### Wires at chosen ports, followed through buffers, run 1

The bar under the picture is 20 um long.
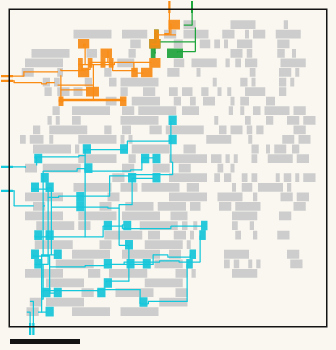
### Local utilization, run 1

The bar under the picture is 20 um long. 9 x 9 tiles, from white (low) to dark blue (high), 0 to 100% covered.
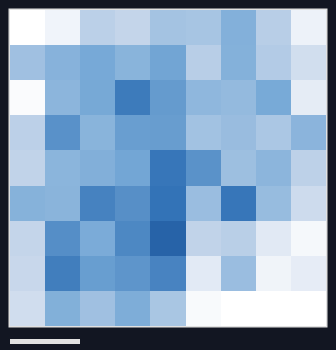
### PDN straps and rails, run 1

The bar under the picture is 20 um long. Pins as bars on the die edge. Tap cells in gray.
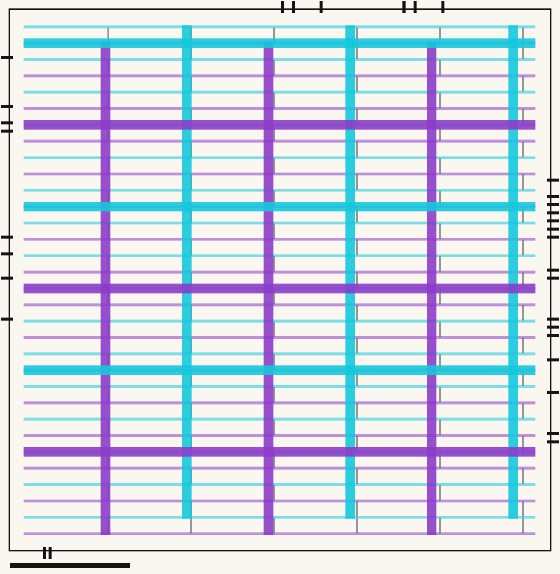
### Register map, names as in the netlist, run 1

The bar under the picture is 20 um long.
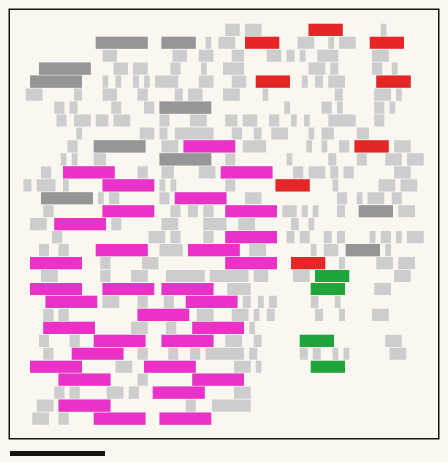
==> src/rtl/ctrl_decode_lut_if.sv <==
// Lookup request / result handshake bundle for ctrl_decode_lut.
// The master side issues select codes and consumes decoded results.
// The slave side is the decoder itself.
interface ctrl_decode_lut_if #(
    parameter int SEL_W = 3,
    parameter int CH    = 4
);
    logic             in_valid;
    logic             in_ready;
    logic [SEL_W-1:0] sel;
    logic             out_valid;
    logic             out_ready;
    logic [CH-1:0]    out;
    logic             err;

    modport master (
        output in_valid,
        output sel,
        output out_ready,
        input  in_ready,
        input  out_valid,
        input  out,
        input  err
    );

    modport slave (
        input  in_valid,
        input  sel,
        input  out_ready,
        output in_ready,
        output out_valid,
        output out,
        output err
    );
endinterface

==> src/rtl/ctrl_decode_lut.sv <==
// Reloadable select-code to control-word decoder.
// Each entry of the lookup table carries a legality bit. Results are held
// in a one-entry output register behind a valid/ready handshake.
// Illegal lookups return zero, raise err, and bump a saturating counter.
module ctrl_decode_lut #(
    parameter int                          SEL_W       = 3,
    parameter int                          CH          = 4,
    parameter logic [CH*(2**SEL_W)-1:0]    RESET_TABLE = 32'h0001_0000,
    parameter logic [(2**SEL_W)-1:0]       RESET_VALID = 8'h7F,
    parameter int                          ERR_W       = 8
) (
    input  logic                 clock,
    input  logic                 reset,
    ctrl_decode_lut_if.slave     bus,
    input  logic                 wr_en,
    input  logic [SEL_W-1:0]     wr_addr,
    input  logic [CH-1:0]        wr_data,
    input  logic                 wr_legal,
    input  logic                 err_clr,
    output logic [ERR_W-1:0]     err_cnt
);
    localparam int DEPTH = 2**SEL_W;

    logic [CH-1:0]    table_reg [DEPTH];
    logic             legal_reg [DEPTH];

    logic             out_valid_reg;
    logic [CH-1:0]    out_reg;
    logic             err_reg;
    logic [ERR_W-1:0] err_cnt_reg;

    logic             accept;
    logic             bypass_hit;
    logic [CH-1:0]    lookup_data;
    logic             lookup_legal;

    // The output register can take a new result when empty or being drained.
    assign bus.in_ready = !out_valid_reg || bus.out_ready;
    assign accept       = bus.in_valid && bus.in_ready;

    // A write to the entry being looked up in the same cycle is forwarded.
    assign bypass_hit   = wr_en && (wr_addr == bus.sel);
    assign lookup_data  = bypass_hit ? wr_data  : table_reg[bus.sel];
    assign lookup_legal = bypass_hit ? wr_legal : legal_reg[bus.sel];

    // Table entries: each reloads its reset contents or takes a write.
    generate
        for (genvar gi = 0; gi < DEPTH; gi++) begin : g_entry
            always_ff @(posedge clock) begin
                if (reset) begin
                    table_reg[gi] <= RESET_TABLE[gi*CH +: CH];
                    legal_reg[gi] <= RESET_VALID[gi];
                end else if (wr_en && (wr_addr == SEL_W'(gi))) begin
                    table_reg[gi] <= wr_data;
                    legal_reg[gi] <= wr_legal;
                end
            end
        end
    endgenerate

    // Output register: load on accept, drop valid when drained, hold otherwise.
    always_ff @(posedge clock) begin
        if (reset) begin
            out_valid_reg <= 1'b0;
            out_reg       <= '0;
            err_reg       <= 1'b0;
        end else if (accept) begin
            out_valid_reg <= 1'b1;
            out_reg       <= lookup_legal ? lookup_data : '0;
            err_reg       <= !lookup_legal;
        end else if (bus.out_ready) begin
            out_valid_reg <= 1'b0;
        end
    end

    // Saturating count of accepted illegal lookups; clear has priority.
    always_ff @(posedge clock) begin
        if (reset) begin
            err_cnt_reg <= '0;
        end else if (err_clr) begin
            err_cnt_reg <= '0;
        end else if (accept && !lookup_legal && (err_cnt_reg != {ERR_W{1'b1}})) begin
            err_cnt_reg <= err_cnt_reg + 1'b1;
        end
    end

    assign bus.out_valid = out_valid_reg;
    assign bus.out       = out_reg;
    assign bus.err       = err_reg;
    assign err_cnt       = err_cnt_reg;
endmodule

==> src/flat_wrapper.sv <==
// flat-port wrapper written by rule: the top's interface ports become plain ports
module ctrl_decode_lut_flat 
#(
    parameter int                          SEL_W       = 3,
    parameter int                          CH          = 4,
    parameter logic [CH*(2**SEL_W)-1:0]    RESET_TABLE = 32'h0001_0000,
    parameter logic [(2**SEL_W)-1:0]       RESET_VALID = 8'h7F,
    parameter int                          ERR_W       = 8
)
  (clock, reset, wr_en, wr_addr, wr_data, wr_legal, err_clr, err_cnt, bus_in_valid, bus_sel, bus_out_ready, bus_in_ready, bus_out_valid, bus_out, bus_err);
  ctrl_decode_lut_if #(.SEL_W(SEL_W), .CH(CH)) bus_i ();
  input  logic clock;
  input  logic reset;
  input  logic wr_en;
  input  logic [SEL_W-1:0] wr_addr;
  input  logic [CH-1:0] wr_data;
  input  logic wr_legal;
  input  logic err_clr;
  output logic [ERR_W-1:0] err_cnt;
  input wire logic [$bits(bus_i.in_valid)-1:0] bus_in_valid;
  input wire logic [$bits(bus_i.sel)-1:0] bus_sel;
  input wire logic [$bits(bus_i.out_ready)-1:0] bus_out_ready;
  output wire logic [$bits(bus_i.in_ready)-1:0] bus_in_ready;
  output wire logic [$bits(bus_i.out_valid)-1:0] bus_out_valid;
  output wire logic [$bits(bus_i.out)-1:0] bus_out;
  output wire logic [$bits(bus_i.err)-1:0] bus_err;
  assign bus_i.in_valid = bus_in_valid;
  assign bus_i.sel = bus_sel;
  assign bus_i.out_ready = bus_out_ready;
  assign bus_in_ready = bus_i.in_ready;
  assign bus_out_valid = bus_i.out_valid;
  assign bus_out = bus_i.out;
  assign bus_err = bus_i.err;
  ctrl_decode_lut #(.SEL_W(SEL_W), .CH(CH), .RESET_TABLE(RESET_TABLE), .RESET_VALID(RESET_VALID), .ERR_W(ERR_W)) u_core (.clock(clock), .reset(reset), .bus(bus_i), .wr_en(wr_en), .wr_addr(wr_addr), .wr_data(wr_data), .wr_legal(wr_legal), .err_clr(err_clr), .err_cnt(err_cnt));
endmodule
==> config.mk <==
export PLATFORM = sky130hd
export DESIGN_NAME = ctrl_decode_lut_flat
export DESIGN_NICKNAME = d
export VERILOG_FILES = /design/src/rtl/ctrl_decode_lut_if.sv /design/src/rtl/ctrl_decode_lut.sv /design/src/flat_wrapper.sv
export SDC_FILE = /design/constraint.sdc
export NUM_CORES = 1
export LEC_CHECK = 0
export CAP_MARGIN = 10
export CELL_PAD_IN_SITES_DETAIL_PLACEMENT = 1
export CELL_PAD_IN_SITES_GLOBAL_PLACEMENT = 2
export CORE_MARGIN = 2
export CORE_UTILIZATION = 37
export DETAILED_ROUTE_END_ITERATION = 6
export GPL_TIMING_DRIVEN = 0
export PLACE_DENSITY_LB_ADDON = 0.3
export SKIP_CTS_REPAIR_TIMING = 1
export SLEW_MARGIN = 5
export SYNTH_ARGS = -nofsm -noshare
export SYNTH_HDL_FRONTEND = slang
export SYNTH_SLANG_ARGS = --single-unit
==> constraint.sdc <==
create_clock -name clock -period 1.9 [get_ports clock]
set_input_delay 0.19 -clock clock [delete_from_list [all_inputs] [get_ports clock]]
set_output_delay 0.19 -clock clock [all_outputs]
set_load 0.01 [all_outputs]
==> out/metrics.csv, run 1 <==
metric,value,unit
status,"complete, no violations",
Leak Pwr,1.20,nW
antenna cell count,0,
hold_sp,wr_addr[0],
Top cells by area,"edfxtp_1, dfxtp_1, and2_1",
DR WL/cell,18.2,um
CTS tree,done,
met1 global-route usage,21.5,%
top power group,registers,
fraction of registers with async set/reset,0,%
syn nets,258,
Combinational Gates,172,
Multiplexer share,11.5,%
vias in the first global route,2043,
arrival time at the worst endpoint,2.03,ns
clk ins delay skew pair,0.33,ns
Largest register FFs,32,
met1 wire length,2.97,mm
Max-slew headroom,59.7,%
P_clk,0.707,mW
combinational power share,13.6,%
share of layout cells above drive strength 1,12.0,%
Post-Synthesis Cells,240,
worst setup path endpoint,u_core.err_cnt[0],
Placer Congestion,0.741,
Num CTS Buffers,5,
non-clock buffer share of cell area,10.2,%
synthesis-to-finish area growth,18.3,%
## Picture notes: 'Wires at chosen ports, followed through buffers'
[orange] wr_addr | bits: 3 | direction: input | end cells: 16 | buffers: 3 | wire: 187 um
[green] wr_en | bits: 1 | direction: input | end cells: 4 | buffers: 1 | wire: 35.4 um
[cyan] wr_data | bits: 4 | direction: input | end cells: 36 | buffers: 4 | wire: 568 um

## Picture notes: 'Local utilization'
mean over tiles: 38%
emptiest ninth of the die: lower right
tiles over 75% full: 1.2%
densest ninth of the die: center
fullest tile: 79%
nearly empty tiles: 4.9%
FP Util: 38.0%
Util after Layout: 45.0%
core area: 0.00718 mm^2

## Picture notes: 'PDN straps and rails'
[purple] VSS
[cyan] VDD
met4 straps: 6
met1 rails: 32
met5 straps: 6
signal pins: 32
Die Width: 89.8 um
Worst VDD drop: 0.336 mV
Die H: 89.8 um

## Picture notes: 'Register map, names as in the netlist'
[magenta] u_core.table_reg | placed flops: 32
[red] u_core.err_cnt | placed flops: 8
[green] u_core.bus.out | placed flops: 4
not colored: 10

==> run 2: changes to the inputs <==
CAP_MARGIN = 20   (was 10)
CORE_MARGIN = 1.5   (was 2)
REMOVE_ABC_BUFFERS = 1   (was unset)
### Placed standard cells, run 2

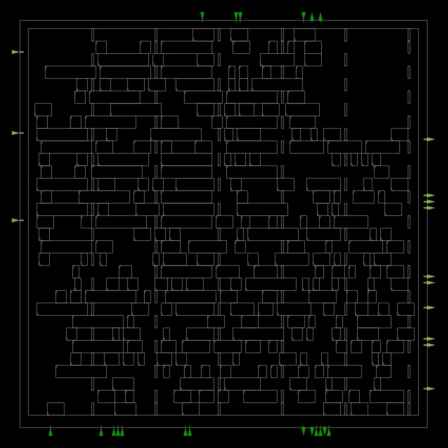
Util after Layout: 45.9%
fin cells: 369
sequential cell area share: 44.7%

==> run 2 against run 1 <==
  * Highest routed layer unchanged
  * Non-clock buffer count decreased by 5
  * Sequential cell count unchanged
  * Synthesized cell count unchanged
  * Largest power group unchanged
==> out/metrics.csv, run 2 <==
metric,value,unit
status,"complete, no violations",
post-synth area from yosys stat,0.00273,mm^2
FP Util,38.0,%
CTS tree,done,
Top cells by area,"edfxtp_1, dfxtp_1, and2_1",
hold violation count in the final report,0,
synthesis-to-finish area growth,20.8,%
Placer Congestion,0.746,
arrival time at the worst endpoint,1.99,ns
antenna cell count,0,
met1 wire length,2.70,mm
Worst VDD drop,0.342,mV
Multiplexer share,11.5,%
Leak Pwr,1.26,nW
top power group,registers,
worst setup path endpoint,u_core.bus.out[1],
P_clk,0.708,mW
Combinational Gates,172,
Die Width,88.8,um
non-clock buffer share of cell area,10.6,%
post-synthesis xor/xnor area fraction,0.964,%
Num CTS Buffers,5,
post-synthesis average cell area,11.4,um^2
share of layout cells above drive strength 1,11.5,%
Max-slew headroom,58.5,%
Die H,88.8,um
fraction of registers with async set/reset,0,%
top cell category,flip-flops and latches,
vias in the first global route,1963,
==> run 3: changes to the inputs <==
GPL_ROUTABILITY_DRIVEN = 1   (was unset)
### Placed standard cells, run 3

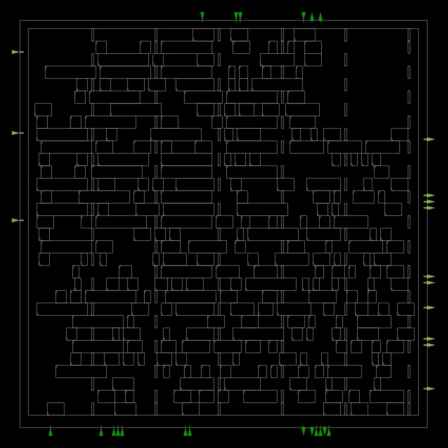
n_taps: 99
Flops: 54
Rows: 31
fill count: 767

==> run 3 against run 2 <==
  * Die size stayed put
  * Cell count stayed put
  * Clock-buffer cell count did not move
  * Wire length is the same
  * Hold slack unchanged
  * Critical path depth stayed put
  * Largest power group unchanged
  * Worst setup slack unchanged
==> out/metrics.csv, run 3 <==
metric,value,unit
status,"complete, no violations",
Top cells by area,"edfxtp_1, dfxtp_1, and2_1",
synthesis-to-finish area growth,20.8,%
DR WL/cell,16.8,um
worst setup path endpoint,u_core.bus.out[1],
arrival time at the worst endpoint,1.99,ns
sequential cell area share,44.7,%
non-clock buffer share of cell area,10.6,%
hold_sp,u_core.bus.out[3],
Largest register FFs,32,
Placer Congestion,0.746,
Die Width,88.8,um
Multiplexer share,11.5,%
core area,0.00718,mm^2
met1 global-route usage,20.2,%
hold violation count in the final report,0,
top cell category,flip-flops and latches,
P_clk,0.708,mW
CTS tree,done,
FP Util,38.0,%
fraction of registers with async set/reset,0,%
antenna cell count,0,
Leak Pwr,1.26,nW
Die H,88.8,um
vias in the first global route,1963,
Post-Synthesis Cells,240,
Util after Layout,45.9,%
clk ins delay skew pair,0.32,ns
Combinational Gates,172,
Worst VDD drop,0.342,mV
post-synthesis xor/xnor area fraction,0.964,%
Num CTS Buffers,5,
Power is estimated from default activity; no workload was simulated.
